File: config.mk
export PLATFORM = sky130hd
export DESIGN_NAME = riscv_mc_controller_flat
export DESIGN_NICKNAME = d
export VERILOG_FILES = /design/src/rtl/riscv_mc_controller_if.sv /design/src/rtl/riscv_mc_controller.sv /design/src/flat_wrapper.sv
export SDC_FILE = /design/constraint.sdc
export NUM_CORES = 1
export LEC_CHECK = 0
export ABC_AREA = 1
export CORE_ASPECT_RATIO = 0.6
export CORE_UTILIZATION = 45
export CTS_BUF_LIST = sky130_fd_sc_hd__clkbuf_4
export DETAILED_ROUTE_END_ITERATION = 16
export GPL_TIMING_DRIVEN = 0
export PLACE_DENSITY_LB_ADDON = 0.2
export SETUP_SLACK_MARGIN = 0.05
export SKIP_LAST_GASP = 1
export SLEW_MARGIN = 20
export SYNTH_ARGS = -nofsm -noshare
export SYNTH_HDL_FRONTEND = slang
export SYNTH_SLANG_ARGS = --single-unit
File: constraint.sdc
create_clock -name clk -period 2.2 [get_ports clk]
set_input_delay 0.22 -clock clk [delete_from_list [all_inputs] [get_ports clk]]
set_output_delay 0.22 -clock clk [all_outputs]
set_load 0.03 [all_outputs]
File: src/rtl/riscv_mc_controller_if.sv
// Control bus between the multicycle controller and its datapath.
// master = controller side, slave = datapath side.
interface riscv_mc_controller_if;
    logic [6:0] op;
    logic [2:0] funct3;
    logic       funct7b5;
    logic       zero;
    logic       mem_ready;
    logic       pc_write;
    logic       adr_src;
    logic       mem_write;
    logic       ir_write;
    logic [1:0] result_src;
    logic [1:0] alu_src_a;
    logic [1:0] alu_src_b;
    logic       reg_write;
    logic [1:0] imm_src;
    logic [2:0] alu_cntrl;
    logic       illegal_instr;
    logic       instr_done;

    modport master (
        input  op, funct3, funct7b5, zero, mem_ready,
        output pc_write, adr_src, mem_write, ir_write,
        output result_src, alu_src_a, alu_src_b,
        output reg_write, imm_src, alu_cntrl,
        output illegal_instr, instr_done
    );

    modport slave (
        output op, funct3, funct7b5, zero, mem_ready,
        input  pc_write, adr_src, mem_write, ir_write,
        input  result_src, alu_src_a, alu_src_b,
        input  reg_write, imm_src, alu_cntrl,
        input  illegal_instr, instr_done
    );
endinterface

File: src/rtl/riscv_mc_controller.sv
// Multicycle RV32 subset control FSM with memory-wait timeout and trap.
// Define RISCV_MC_BNE_EN to accept bne on the branch opcode.
module riscv_mc_controller #(
    parameter int MEM_WAIT_MAX = 255
) (
    input  logic clk,
    input  logic reset,
    riscv_mc_controller_if.master bus
);
    localparam int CW = (MEM_WAIT_MAX > 1) ? $clog2(MEM_WAIT_MAX) : 1;

    typedef enum logic [3:0] {
        S_FETCH, S_DECODE, S_MEMADR, S_MEMREAD,
        S_MEMWB, S_MEMWRITE, S_EXECR, S_EXECI,
        S_JAL, S_ALUWB, S_BEQ, S_TRAP
    } state_t;

    state_t state_q, state_n;
    logic [CW-1:0] cnt_q;

    logic is_lw, is_sw, is_r, is_i, is_br, is_jal;
    logic f3_alu, mem_ok, r_ok, i_ok, br_ok;
    logic br_take, wait_to;
    logic [1:0] alu_op;

    assign is_lw  = bus.op == 7'b0000011;
    assign is_sw  = bus.op == 7'b0100011;
    assign is_r   = bus.op == 7'b0110011;
    assign is_i   = bus.op == 7'b0010011;
    assign is_br  = bus.op == 7'b1100011;
    assign is_jal = bus.op == 7'b1101111;

    assign f3_alu = bus.funct3 inside {3'b000, 3'b110, 3'b111};
    assign mem_ok = (is_lw | is_sw) && bus.funct3 == 3'b010;
    assign r_ok   = is_r && f3_alu
                  && (!bus.funct7b5 || bus.funct3 == 3'b000);
    assign i_ok   = is_i && f3_alu;

`ifdef RISCV_MC_BNE_EN
    assign br_ok   = is_br && bus.funct3[2:1] == 2'b00;
    assign br_take = bus.funct3[0] ? !bus.zero : bus.zero;
`else
    assign br_ok   = is_br && bus.funct3 == 3'b000;
    assign br_take = bus.zero;
`endif

    // Counter holds cycles already spent in the current memory state
    assign wait_to = (MEM_WAIT_MAX > 0) && !bus.mem_ready
                  && (cnt_q == CW'(MEM_WAIT_MAX - 1));

    always_ff @(posedge clk) begin
        if (reset) begin
            state_q <= S_FETCH;
            cnt_q   <= '0;
        end else begin
            state_q <= state_n;
            if (state_n != state_q)
                cnt_q <= '0;
            else
                cnt_q <= cnt_q + CW'(1);
        end
    end

    always_comb begin
        state_n = state_q;
        unique case (state_q)
            S_FETCH: begin
                if (bus.mem_ready)  state_n = S_DECODE;
                else if (wait_to)   state_n = S_TRAP;
            end
            S_DECODE: begin
                unique case (1'b1)
                    mem_ok:  state_n = S_MEMADR;
                    r_ok:    state_n = S_EXECR;
                    i_ok:    state_n = S_EXECI;
                    is_jal:  state_n = S_JAL;
                    br_ok:   state_n = S_BEQ;
                    default: state_n = S_TRAP;
                endcase
            end
            S_MEMADR:
                state_n = bus.op[5] ? S_MEMWRITE : S_MEMREAD;
            S_MEMREAD: begin
                if (bus.mem_ready)  state_n = S_MEMWB;
                else if (wait_to)   state_n = S_TRAP;
            end
            S_MEMWRITE: begin
                if (bus.mem_ready)  state_n = S_FETCH;
                else if (wait_to)   state_n = S_TRAP;
            end
            S_MEMWB:  state_n = S_FETCH;
            S_EXECR:  state_n = S_ALUWB;
            S_EXECI:  state_n = S_ALUWB;
            S_JAL:    state_n = S_ALUWB;
            S_ALUWB:  state_n = S_FETCH;
            S_BEQ:    state_n = S_FETCH;
            S_TRAP:   state_n = S_TRAP;
            default:  state_n = S_FETCH;
        endcase
    end

    always_comb begin
        bus.pc_write      = 1'b0;
        bus.adr_src       = 1'b0;
        bus.mem_write     = 1'b0;
        bus.ir_write      = 1'b0;
        bus.result_src    = 2'b00;
        bus.alu_src_a     = 2'b00;
        bus.alu_src_b     = 2'b00;
        bus.reg_write     = 1'b0;
        bus.imm_src       = 2'b00;
        bus.alu_cntrl     = 3'b000;
        bus.illegal_instr = 1'b0;
        bus.instr_done    = 1'b0;
        alu_op            = 2'b00;
        if (!reset) begin
            unique case (state_q)
                S_FETCH: begin
                    bus.alu_src_b  = 2'b10;
                    bus.result_src = 2'b10;
                    bus.ir_write   = bus.mem_ready;
                    bus.pc_write   = bus.mem_ready;
                end
                S_DECODE: begin
                    bus.alu_src_a = 2'b01;
                    bus.alu_src_b = 2'b01;
                end
                S_MEMADR: begin
                    bus.alu_src_a = 2'b10;
                    bus.alu_src_b = 2'b01;
                end
                S_MEMREAD:
                    bus.adr_src = 1'b1;
                S_MEMWB: begin
                    bus.result_src = 2'b01;
                    bus.reg_write  = 1'b1;
                    bus.instr_done = 1'b1;
                end
                S_MEMWRITE: begin
                    bus.adr_src    = 1'b1;
                    bus.mem_write  = 1'b1;
                    bus.instr_done = bus.mem_ready;
                end
                S_EXECR: begin
                    bus.alu_src_a = 2'b10;
                    alu_op        = 2'b10;
                end
                S_EXECI: begin
                    bus.alu_src_a = 2'b10;
                    bus.alu_src_b = 2'b01;
                    alu_op        = 2'b10;
                end
                S_JAL: begin
                    bus.alu_src_a = 2'b01;
                    bus.alu_src_b = 2'b10;
                    bus.pc_write  = 1'b1;
                end
                S_ALUWB: begin
                    bus.reg_write  = 1'b1;
                    bus.instr_done = 1'b1;
                end
                S_BEQ: begin
                    bus.alu_src_a  = 2'b10;
                    alu_op         = 2'b01;
                    bus.pc_write   = br_take;
                    bus.instr_done = 1'b1;
                end
                S_TRAP:
                    bus.illegal_instr = 1'b1;
                default: ;
            endcase

            unique case (1'b1)
                is_sw:  bus.imm_src = 2'b01;
                is_br:  bus.imm_src = 2'b10;
                is_jal: bus.imm_src = 2'b11;
                default: bus.imm_src = 2'b00;
            endcase

            case (alu_op)
                2'b01: bus.alu_cntrl = 3'b001;
                2'b10: begin
                    case (bus.funct3)
                        3'b000: bus.alu_cntrl =
                            (bus.op[5] && bus.funct7b5) ? 3'b001 : 3'b000;
                        3'b110: bus.alu_cntrl = 3'b110;
                        3'b111: bus.alu_cntrl = 3'b100;
                        default: bus.alu_cntrl = 3'b000;
                    endcase
                end
                default: bus.alu_cntrl = 3'b000;
            endcase
        end
    end
endmodule

File: src/flat_wrapper.sv
// flat-port wrapper written by rule: the top's interface ports become plain ports
module riscv_mc_controller_flat 
#(
    parameter int MEM_WAIT_MAX = 255
)
  (clk, reset, bus_op, bus_funct3, bus_funct7b5, bus_zero, bus_mem_ready, bus_pc_write, bus_adr_src, bus_mem_write, bus_ir_write, bus_result_src, bus_alu_src_a, bus_alu_src_b, bus_reg_write, bus_imm_src, bus_alu_cntrl, bus_illegal_instr, bus_instr_done);
  riscv_mc_controller_if bus_i ();
  input  logic clk;
  input  logic reset;
  input wire logic [$bits(bus_i.op)-1:0] bus_op;
  input wire logic [$bits(bus_i.funct3)-1:0] bus_funct3;
  input wire logic [$bits(bus_i.funct7b5)-1:0] bus_funct7b5;
  input wire logic [$bits(bus_i.zero)-1:0] bus_zero;
  input wire logic [$bits(bus_i.mem_ready)-1:0] bus_mem_ready;
  output wire logic [$bits(bus_i.pc_write)-1:0] bus_pc_write;
  output wire logic [$bits(bus_i.adr_src)-1:0] bus_adr_src;
  output wire logic [$bits(bus_i.mem_write)-1:0] bus_mem_write;
  output wire logic [$bits(bus_i.ir_write)-1:0] bus_ir_write;
  output wire logic [$bits(bus_i.result_src)-1:0] bus_result_src;
  output wire logic [$bits(bus_i.alu_src_a)-1:0] bus_alu_src_a;
  output wire logic [$bits(bus_i.alu_src_b)-1:0] bus_alu_src_b;
  output wire logic [$bits(bus_i.reg_write)-1:0] bus_reg_write;
  output wire logic [$bits(bus_i.imm_src)-1:0] bus_imm_src;
  output wire logic [$bits(bus_i.alu_cntrl)-1:0] bus_alu_cntrl;
  output wire logic [$bits(bus_i.illegal_instr)-1:0] bus_illegal_instr;
  output wire logic [$bits(bus_i.instr_done)-1:0] bus_instr_done;
  assign bus_i.op = bus_op;
  assign bus_i.funct3 = bus_funct3;
  assign bus_i.funct7b5 = bus_funct7b5;
  assign bus_i.zero = bus_zero;
  assign bus_i.mem_ready = bus_mem_ready;
  assign bus_pc_write = bus_i.pc_write;
  assign bus_adr_src = bus_i.adr_src;
  assign bus_mem_write = bus_i.mem_write;
  assign bus_ir_write = bus_i.ir_write;
  assign bus_result_src = bus_i.result_src;
  assign bus_alu_src_a = bus_i.alu_src_a;
  assign bus_alu_src_b = bus_i.alu_src_b;
  assign bus_reg_write = bus_i.reg_write;
  assign bus_imm_src = bus_i.imm_src;
  assign bus_alu_cntrl = bus_i.alu_cntrl;
  assign bus_illegal_instr = bus_i.illegal_instr;
  assign bus_instr_done = bus_i.instr_done;
  riscv_mc_controller #(.MEM_WAIT_MAX(MEM_WAIT_MAX)) u_core (.clk(clk), .reset(reset), .bus(bus_i));
endmodule
==> changes_impl.md, run 1 <==
### Changed

- Clk buf depth: 2
- Critical path buffers and inverters: 4
- Final setup fails: 0
- Post-CTS setup buffer count: 0
- ClkCell Share: approximately 1.4%
- NetSw: about 0.0009 W
- Net count entering floorplan: roughly 220
- Port Buf Inserts: 32
- HPWL after detailed placement: around 2.6 mm
- Worst R2R Start: u_core.state_q[1]
- Ant. Diodes: 0
- Signal buffers: 35
- Clock-pin slew on the worst setup and hold paths: 0.07 ns
- Flop-to-flop setup slack: 0.44 ns
- Root buffer cell: clkbuf_4
- Initial antenna violation count: 0
- Avg WL per Cell: 12.9 um
- Max Freq: ~0.49 GHz
- Adder Area Share: around 4.2%
- Grt total ovfl: 0
- Vias in the first global route: 1253
- Final wirelength: 3.39 mm
- Initial DRC Count: ~47
- Maximum vdd drop: 695 uV
- Flops after synth: 12
- Worst hold start: u_core.cnt_q[0]
- Simple share: 51.9%
- R2R depth: 11
- NonClk Buf Share: about a fifth
- First-pass GRT wire length: 5.42 mm
- Die height: about 42 um
- RSZ-0062 raised after global routing: false
- Layout cell share with drive strength beyond 1: 16.4%
- Via count: roughly 1.4k
- Nonclk inv count: 34
- Drt pass-1 iters: 4
- Fin Setup TNS: 0 ns
- Top cell excl fill/tap: nand2_1
- Post-synth seq share: 20.2%
- Vias/cell: roughly 5.3
- Max-Cap Viols: 0
- RD Place Congestion: 0.956
- Core Area: approximately 2300 um^2
- Final clock skew: around 0.0030 ns
- Synthesized area per cell: 6.03 um^2
- Design area: 1590 um^2
- Leak: 0.830 nW
- CTS tree: done
- Slowest stage delay, CP: 0.38 ns
- Ys cells: ~200
- Min-Delay Path Depth: 1
- Final net count: ~250
- Power Total: between 0.0015 and 0.002 W
- # DRC: 0
- Dpl cell area: 1550 um^2
- CP max FO: 4
- Tmin final: between 2 and 2.5 ns
- Die Size: about 2900 um^2
- Gate power share: between 70% and 80%
- Post-Synthesis Cells: ~200
- Crit start category: flop
- Final setup margin: about 0.14 ns
- Total CTS buffers: 3
- Kind of cell adding the most delay to the critical path: simple AND/OR/NAND/NOR gates
- Post-route ant nets: 0
- Multi-In Gates: approximately 150
- Clock network power: approximately 0.00014 W
- Outcome: completed
- Register share of total power: a little under a fifth
- Fin. Hold Viols: 0
- DP Worst Slack: -0.420 ns
- Pint: around 0.0007 W
- Top cells excl fill/tap: 52 x nand2_1, 27 x inv_1, 19 x nor2_1
- Largest net degree at the start of global routing: 11
- Logic area: ~840 um^2
- Post-synth cell types: 28
- Yosys chip area: about 1200 um^2
- Switching part of the total: 55.6%
- R2R Path End: u_core.cnt_q[5]
- Fp_density: 51.0%
- P_comb: approximately 0.0012 W
- Slew of the pin with the lowest slew margin: approximately 0.32 ns
- Pwr Density: 1020 nW/um^2
- Critical path type: flop to primary output
- Multi-input combinational area share: 52.8%
- Sink Count: 12
- Clock share of power: around 8.5%
- Mapped cell area: about 1200 um^2
- Slowest-stage cell, CP: dfxtp_4
- Cell Chain, Critical Path: inv_1 -> nor2_4 -> inv_2 -> nor2_4 -> inv_2 -> ha_4 -> nor4_2 -> buf_4
run 1: worst max-delay path by stage:
stage | start | end | cells past startpoint
after global placement | u_core.state_q[3] | bus_alu_cntrl[2] | 8
final | u_core.state_q[3] | bus_alu_cntrl[2] | 8
after detailed placement | u_core.state_q[3] | bus_alu_cntrl[2] | 8
after global routing | u_core.state_q[3] | bus_alu_cntrl[2] | 8
after floorplan | u_core.state_q[3] | bus_alu_cntrl[0] | 7
after CTS | u_core.state_q[3] | bus_alu_cntrl[2] | 8
run 1: flip-flops by register name (all words and copies together) (netlist names):
signal          flops
u_core.state_q      4
u_core.cnt_q        8
run 1: cells in the mapped netlist:
cell type	n	area (um^2)
a21oi_1	8	40.0
ha_1	4	50.1
buf_4	1	7.51
a22oi_1	1	7.51
clkbuf_1	1	3.75
o21bai_1	1	7.51
xnor2_1	1	8.76
nor2_4	5	56.3
nand3_1	17	85.1
o21ai_0	3	15.0
nor2_2	2	12.5
nand2_1	52	195
inv_2	4	15.0
nand4_4	1	21.3
nor4_1	2	12.5
nand4_1	6	37.5
inv_1	30	113
dfxtp_1	12	240
a41oi_1	1	8.76
nand2_2	1	6.26
buf_1	1	3.75
a31oi_1	1	6.26
xor2_1	5	43.8
nor3_1	12	60.1
nand3_2	1	10.0
nor2_1	22	82.6
nand3_4	1	17.5
nand3b_4	1	20.0
run 1: what timing repair did:
| action | in CTS | in global routing |
|---|---|---|
| resized | 35 | 22 |
| hold buffers | 0 | 0 |
| pin swaps | 0 | 2 |
| endpoints found under the setup margin | 17 | 11 |
run 1: routing by layer:
metal	track usage, %	up-vias	share of wire (%)
met5	0	-	0
met4	9.17	0	2.1
met3	6.87	10	7.2
met2	36.9	59	42
met1	34.6	610	49
li1	-	703	-
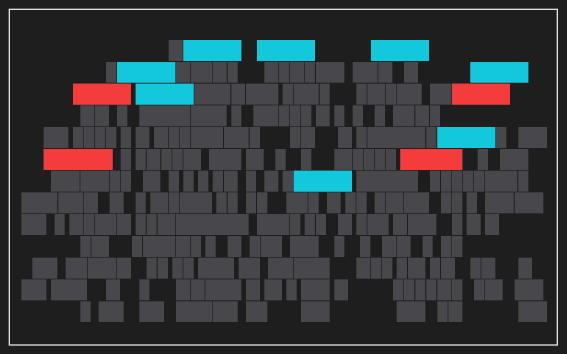
**Above:** run 1 (sequential cells grouped by signal name).
Drawn at 8 px/um.
colour	signal	flops
red	u_core.state_q	4
cyan	u_core.cnt_q	8
sequential cell area: 245 um^2
total sequential power: 0.000306 W
flop share of the area: 15.4%
Core Util, Final: 68.4%

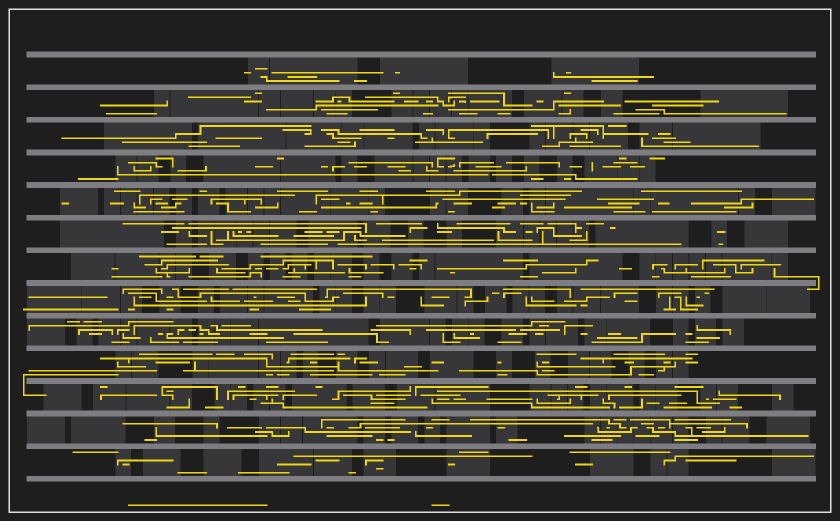
**Above:** run 1 (the metal 1 layer).
Drawn at 12 px/um. Supply wires on this layer in grey.
main direction	horizontal
wire length on this layer	1650 um
share of all routed wire	49%

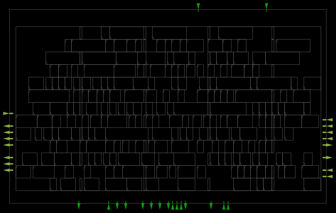
**Above:** run 1 (placement view).
Fill cells: 206
Site Rows: 13
tap cells: 30
flop count: 12
Final Non-Filler Cells: 262

--- run 2 (diff from run 1) ---
--- a/config.mk
+++ b/config.mk
@@ -14,7 +14,6 @@
 export PLACE_DENSITY_LB_ADDON = 0.2
 export SETUP_SLACK_MARGIN = 0.05
 export SKIP_LAST_GASP = 1
-export SLEW_MARGIN = 20
 export SYNTH_ARGS = -nofsm -noshare
 export SYNTH_HDL_FRONTEND = slang
 export SYNTH_SLANG_ARGS = --single-unit
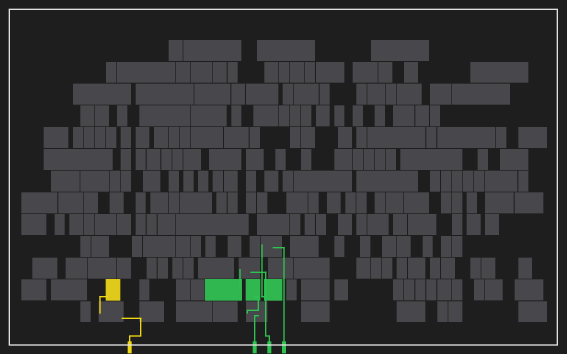
**Above:** run 2 (wires at chosen ports, followed through buffers).
Drawn at 8 px/um.
colour	port	bits	direction	edge	end cells	buffers	wire
yellow	bus_pc_write	1	output	south	1	1	9.50 um
green	bus_alu_cntrl	3	output	south	3	3	40.6 um
Ports: 33
Port Buf Inserts: 32

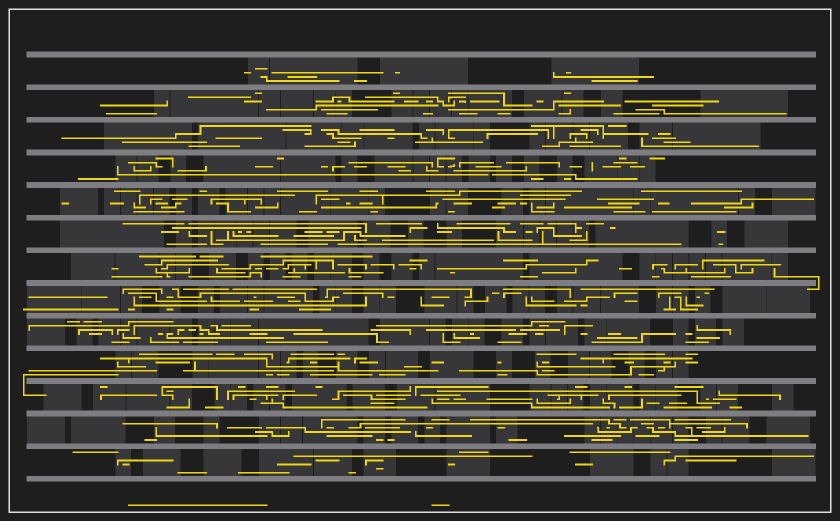
**Above:** run 2 (the metal 1 layer).
Drawn at 12 px/um. Supply wires on this layer in grey.
longest straight run	30.8 um
wire length on this layer	1650 um
nets with wire on the layer	227
share of all routed wire	49%

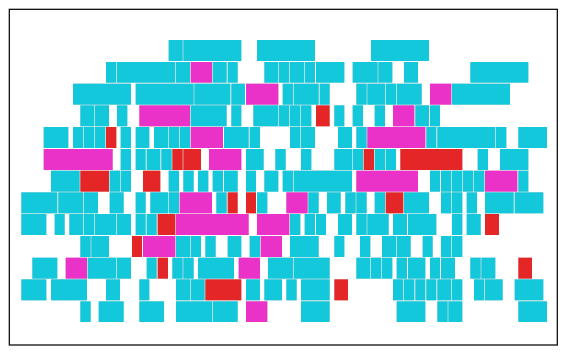
**Above:** run 2 (cell sizes after repair).
Drawn at 8 px/um.
colour	size	cells	share
magenta	drive 3 to 4	20	8.6%
red	drive 2	18	7.8%
cyan	drive 1 or less	194	84%
design area: 1590 um^2
Area Overhead vs Synth: 34.0%
final setup margin: 0.139 ns
Signal buffers: 35

==> changes_impl.md, run 2 <==
### Changed

- Synth area leader: dfxtp_1 (unchanged)
- Maximum vdd drop: 695 uV (unchanged)
- Vias/cell: 5.27 (unchanged)
- HPWL after detailed placement: 2.64 mm (unchanged)
- Slew of the pin with the lowest slew margin: 0.321 ns (unchanged)
- R2R depth: 11 (unchanged)
- Top cells excl fill/tap: 52 x nand2_1, 27 x inv_1, 19 x nor2_1 (unchanged)
- Critical path buffers and inverters: 4 (unchanged)
- Largest net degree at the start of global routing: 11 (unchanged)
- Die height: 41.8 um (unchanged)
- Leak: 0.830 nW (unchanged)
- Kind of cell adding the most delay to the critical path: simple AND/OR/NAND/NOR gates (unchanged)
- Clock-pin slew on the worst setup and hold paths: 0.07 ns (about the same)
- R2R Path End: u_core.cnt_q[5] (unchanged)
- Top cells, area: dfxtp_1 20%, nand2_1 16%, inv_1 9.5% (unchanged)
- Sink Count: 12 (unchanged)
- Ant. Diodes: 0 (unchanged)
- Total CTS buffers: 3 (unchanged)
- Worst Setup SP: u_core.state_q[3] (unchanged)
- Cell Chain, Critical Path: inv_1 -> nor2_4 -> inv_2 -> nor2_4 -> inv_2 -> ha_4 -> nor4_2 -> buf_4 (unchanged)
- Register share of total power: 18.9% (about the same)
- Clock share of power: 8.5% (about the same)
- Flops after synth: 12 (unchanged)
- Max Freq: 0.485 GHz (unchanged)
- Top area contributor share: 20.2% (unchanged)
- Slowest-stage cell, CP: dfxtp_4 (unchanged)
- Synthesized area per cell: 6.03 um^2 (unchanged)
- Clock network power: 0.000137 W (about the same)
- Biggest registers after layout: u_core.cnt_q (8), u_core.state_q (4) (unchanged)
- Fin Setup TNS: 0 ns (unchanged)
- Worst R2R Start: u_core.state_q[1] (unchanged)
- # DRC: 0 (unchanged)
- Worst hold start: u_core.cnt_q[0] (unchanged)
- Post-CTS setup buffer count: 0 (unchanged)
- Slowest stage delay, CP: 0.38 ns (about the same)
- Dpl cell area: 1550 um^2 (unchanged)
- Die Size: 2850 um^2 (unchanged)
- Crit start category: flop (unchanged)
- Vias in the first global route: 1253 (unchanged)
- Fin. Hold Viols: 0 (unchanged)
- Avg WL per Cell: 12.9 um (unchanged)
- Switching part of the total: 55.6% (unchanged)
- Via count: 1382 (unchanged)
- Max FFs per register: 8 (unchanged)
- Core Area: 2330 um^2 (unchanged)
- Layout cell share with drive strength beyond 1: 16.4% (unchanged)
- Synth top cells by count: 52 x nand2_1, 30 x inv_1, 22 x nor2_1 (unchanged)
- Ys cells: 197 (unchanged)
- Top-count cell post-synth: nand2_1 (unchanged)
- Root buffer cell: clkbuf_4 (unchanged)
- Outcome: completed (unchanged)
- Final wirelength: 3.39 mm (unchanged)
- Clk buf depth: 2 (unchanged)
- CTS tree: done (unchanged)
- Post-synth cell types: 28 (unchanged)
- Core Util, Final: 68.4% (unchanged)
- Critical path destination: bus_alu_cntrl[2] (unchanged)
- Tmin final: 2.06 ns (unchanged)
- RSZ-0062 raised after global routing: false (unchanged)
- Pwr Density: 1020 nW/um^2 (unchanged)
- Critical path type: flop to primary output (unchanged)
- Mapped cell area: 1190 um^2 (unchanged)
- Post-route ant nets: 0 (unchanged)
- FFs w/ async S/R, synth: 0% (unchanged)
- First-pass GRT wire length: 5.42 mm (unchanged)
- Post-synth EDFFs: 0 (unchanged)
- NetSw: 0.000898 W (unchanged)
- Post-Synthesis Cells: 197 (unchanged)
- Yosys chip area: 1190 um^2 (unchanged)
- Critical path depth: 8 (unchanged)
==> run 2: how the worst min path moves through the flow <==
stage | end | slack (ns) | cells past startpoint
final | u_core.cnt_q[0] | 0.49 | 1
after global placement | u_core.cnt_q[0] | 0.47 | 1
after CTS | u_core.cnt_q[0] | 0.50 | 1
after floorplan | u_core.state_q[1] | 0.39 | 3
after global routing | u_core.cnt_q[0] | 0.54 | 1
after detailed placement | u_core.cnt_q[0] | 0.49 | 1
==> run 2: area by class of cell <==
type | count | area, um^2
clock buffer | 3 | 22.5
timing repair buffer | 32 | 298
sequential | 12 | 245
inverter | 34 | 128
fill | 206 | 734
multi-input combinational | 148 | 841
tap | 30 | 37.5
buffer | 3 | 20.0
==> run 2: timing repair <==
action | in CTS | in global routing
endpoints found under the setup margin | 17 | 11
hold buffers | 0 | 0
gates resized | 35 | 22
pin swaps | 0 | 2
==> run 2: through the flow <==
| step | worst slack (ns) | std cells |
|---|---|---|
| 3_5_place_dp | -0.420 | 259 |
| 6_report | 0.139 | 262 |
| 5_1_grt | 0.0398 | 262 |
| 4_1_cts | -0.0511 | 262 |
| 2_1_floorplan | 0.0411 | 197 |
| 3_3_place_gp | -0.378 | 259 |
==> run 2: per-layer routing <==
metal  global-route usage, %  wire length [um]  share of wire, %
met1                    34.6              1650                49
met2                    36.9              1420                42
met3                    6.87               245               7.2
met4                    9.17                71               2.1
met5                       0                 0                 0
==> run 2: cell families (layout without fill, tap and decap cells) <==
kind of cell | count (synthesis) | after routing | share of synthesized area [%]
AND-OR/OR-AND | 15 | 15 | 7.17
XOR/XNOR | 6 | 6 | 4.43
adder cells (fa/ha/maj) | 4 | 4 | 4.22
buffers and inverters | 37 | 72 | 12.0
flip-flops | 12 | 12 | 20.2
AND/OR/NAND/NOR | 123 | 123 | 52.0
--- run 3 (diff from run 2) ---
--- a/config.mk
+++ b/config.mk
@@ -6,6 +6,7 @@
 export NUM_CORES = 1
 export LEC_CHECK = 0
 export ABC_AREA = 1
+export CAP_MARGIN = 15
 export CORE_ASPECT_RATIO = 0.6
 export CORE_UTILIZATION = 45
 export CTS_BUF_LIST = sky130_fd_sc_hd__clkbuf_4
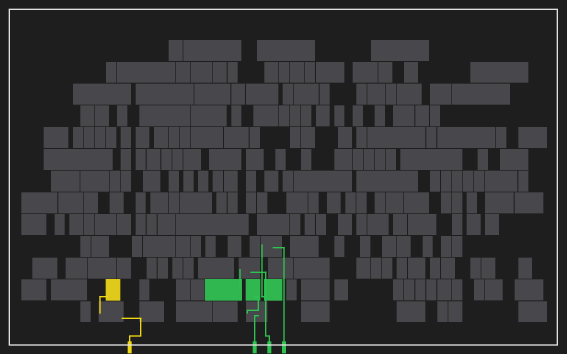
**Above:** run 3 (wires at chosen ports, followed through buffers).
Drawn at 8 px/um.
colour	port	bits	direction	edge	end cells	buffers	wire
yellow	bus_pc_write	1	output	south	1	1	9.50 um
green	bus_alu_cntrl	3	output	south	3	3	40.6 um

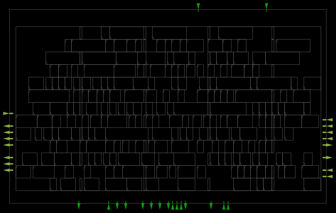
**Above:** run 3 (placement view).
Core Area: 2330 um^2

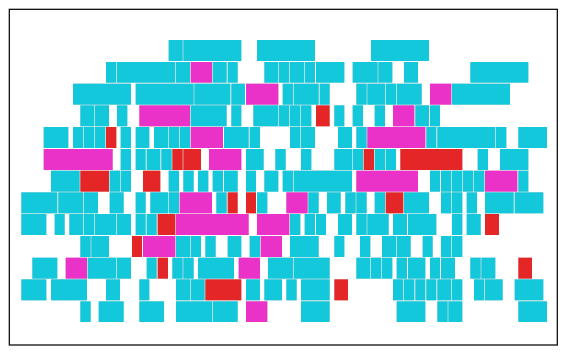
**Above:** run 3 (cell sizes after repair).
Drawn at 8 px/um.
colour	size	cells	share
cyan	drive 1 or less	194	84%
red	drive 2	18	7.8%
magenta	drive 3 to 4	20	8.6%

==> changes_impl.md, run 3 <==
### Changed

- Worst R2R Start: u_core.state_q[1] (unchanged)
- # DRC: 0 (unchanged)
- Pint: 0.000718 W (unchanged)
- Critical path destination: bus_alu_cntrl[2] (unchanged)
- Sequential cell area: 245 um^2 (unchanged)
- Pwr Density: 1020 nW/um^2 (unchanged)
- Largest Register: u_core.cnt_q (unchanged)
- Final clock skew: 0.00296 ns (unchanged)
- Drt pass-1 iters: 4 (unchanged)
- Critical path type: flop to primary output (unchanged)
- Max-Cap Viols: 0 (unchanged)
- Port Buf Inserts: 32 (unchanged)
- Metal3 WL: 245 um (unchanged)
- Cell Chain, Critical Path: inv_1 -> nor2_4 -> inv_2 -> nor2_4 -> inv_2 -> ha_4 -> nor4_2 -> buf_4 (unchanged)
- Leak: 0.830 nW (unchanged)
- Ant. Diodes: 0 (unchanged)
- Die height: 41.8 um (unchanged)
- Area Overhead vs Synth: 34.0% (unchanged)
- Fin. Hold Viols: 0 (unchanged)
- Die Size: 2850 um^2 (unchanged)
- Yosys chip area: 1190 um^2 (unchanged)
- HPWL after detailed placement: 2.64 mm (unchanged)
- DP Worst Slack: -0.420 ns (unchanged)
- Grt total ovfl: 0 (unchanged)
- Fin Setup TNS: 0 ns (unchanged)
- Fill cells: 206 (unchanged)
- Synth area leader: dfxtp_1 (unchanged)
- Site Rows: 13 (unchanged)
- Switching part of the total: 55.6% (unchanged)
- Met1 wire length: 1.65 mm (unchanged)
- Slew of the pin with the lowest slew margin: 0.321 ns (unchanged)
- Final Non-Filler Cells: 262 (unchanged)
- Slowest stage delay, CP: 0.38 ns (about the same)
- RD Place Congestion: 0.956 (unchanged)
- Top cells, area: dfxtp_1 20%, nand2_1 16%, inv_1 9.5% (unchanged)
- Post-route ant nets: 0 (unchanged)
- Core Util, Final: 68.4% (unchanged)
- Max FFs per register: 8 (unchanged)
- Register share of total power: 18.9% (about the same)
- R2R depth: 11 (unchanged)
- Hold EP: u_core.cnt_q[0] (unchanged)
- Worst Setup SP: u_core.state_q[3] (unchanged)
- Min-Delay Path Depth: 1 (unchanged)
- CP max FO: 4 (unchanged)
- First-pass GRT wire length: 5.42 mm (unchanged)
- Clock share of power: 8.5% (about the same)
- Fp_density: 51.0% (unchanged)
- Flops after synth: 12 (unchanged)
- Post-CTS setup buffer count: 0 (unchanged)
- Crit start category: flop (unchanged)
- Final wirelength: 3.39 mm (unchanged)
- Final net count: 253 (unchanged)
- Met2 WL post-DR: 1.42 mm (unchanged)
- CTS tree: done (unchanged)
- Max Freq: 0.485 GHz (unchanged)
- Total CTS buffers: 3 (unchanged)
- Via count: 1382 (unchanged)
- Outcome: completed (unchanged)
- FFs w/ async S/R, synth: 0% (unchanged)
- Initial antenna violation count: 0 (unchanged)
- Final setup margin: 0.139 ns (unchanged)
- Flop-to-flop setup slack: 0.44 ns (about the same)
- Post-synth seq share: 20.2% (unchanged)
- Layout cell share with drive strength beyond 1: 16.4% (unchanged)
- NetSw: 0.000898 W (unchanged)
- Total placed cells including tap cells: 259 (unchanged)
- Worst hold start: u_core.cnt_q[0] (unchanged)
- Root buffer cell: clkbuf_4 (unchanged)
- Post-synth cell types: 28 (unchanged)
- Clk buf depth: 2 (unchanged)
- Maximum vdd drop: 695 uV (unchanged)
- RSZ-0062 raised after global routing: false (unchanged)
- Top cells excl fill/tap: 52 x nand2_1, 27 x inv_1, 19 x nor2_1 (unchanged)
- Tmin final: 2.06 ns (unchanged)
- Top area contributor share: 20.2% (unchanged)
- Initial DRC Count: 47 (unchanged)
- Max layer used: met4 (unchanged)
- Ports: 33 (unchanged)
- Vias/cell: 5.27 (unchanged)
- Top_reg_cell synth: dfxtp_1 (unchanged)
- Post-Synthesis Cells: 197 (unchanged)
==> run 3: power by group through the flow <==
stage	Combinational (W)	Sequential, W	Clock (W)
after floorplan	0.000861	0.000287	0
after global placement	0.00113	0.000296	0
after detailed placement	0.00115	0.000297	0
after CTS	0.00113	0.000295	0.000141
after global routing	0.00129	0.000309	0.000151
final	0.00117	0.000306	0.000137
==> run 3: stage by stage <==
stage	instance area, um^2	power (W)
floorplan	1190	0.00115
global placement	1550	0.00143
detailed placement	1550	0.00145
CTS	1560	0.00157
global route	1590	0.00175
finish	1590	0.00162
==> run 3: logic make-up (layout without fill, tap and decap cells) <==
| kind of cell | after synthesis | in the layout | share of synthesized area (%) |
|---|---|---|---|
| flops | 12 | 12 | 20.2 |
| compound gates | 15 | 15 | 7.17 |
| simple gates | 123 | 123 | 52.0 |
| fa+ha+maj | 4 | 4 | 4.22 |
| xor+xnor | 6 | 6 | 4.43 |
| buf+inv | 37 | 72 | 12.0 |
==> run 3: critical path, delay by kind of cell (launching register included) <==
kind	cells	cell delay, ns
simple gates	3	0.49
flops	1	0.38
fa+ha+maj	1	0.24
buf+inv	4	0.46
==> run 3: cell type report <==
cell class	instances	area share, %
well taps	30	2.36
clock buffers	3	1.42
multi-input cells	148	52.8
inverters	34	8.02
flip-flops and latches	12	15.4
repair buffers	32	18.7
plain buffers	3	1.26
==> run 3: timing repair <==
action                     4_1_cts  5_1_grt
hold buffers                     0        0
pin swaps                        0        2
resized                         35       22
setup endpoints to repair       17       11
hold endpoints to repair         0        0
==> run 3: routing by layer <==
metal	global-route usage (%)	up-vias
met5	0	-
met4	9.17	0
met3	6.87	10
met2	36.9	59
met1	34.6	610
li1	-	703
Power figures rest on the tool's default switching activity, not on a simulated workload.
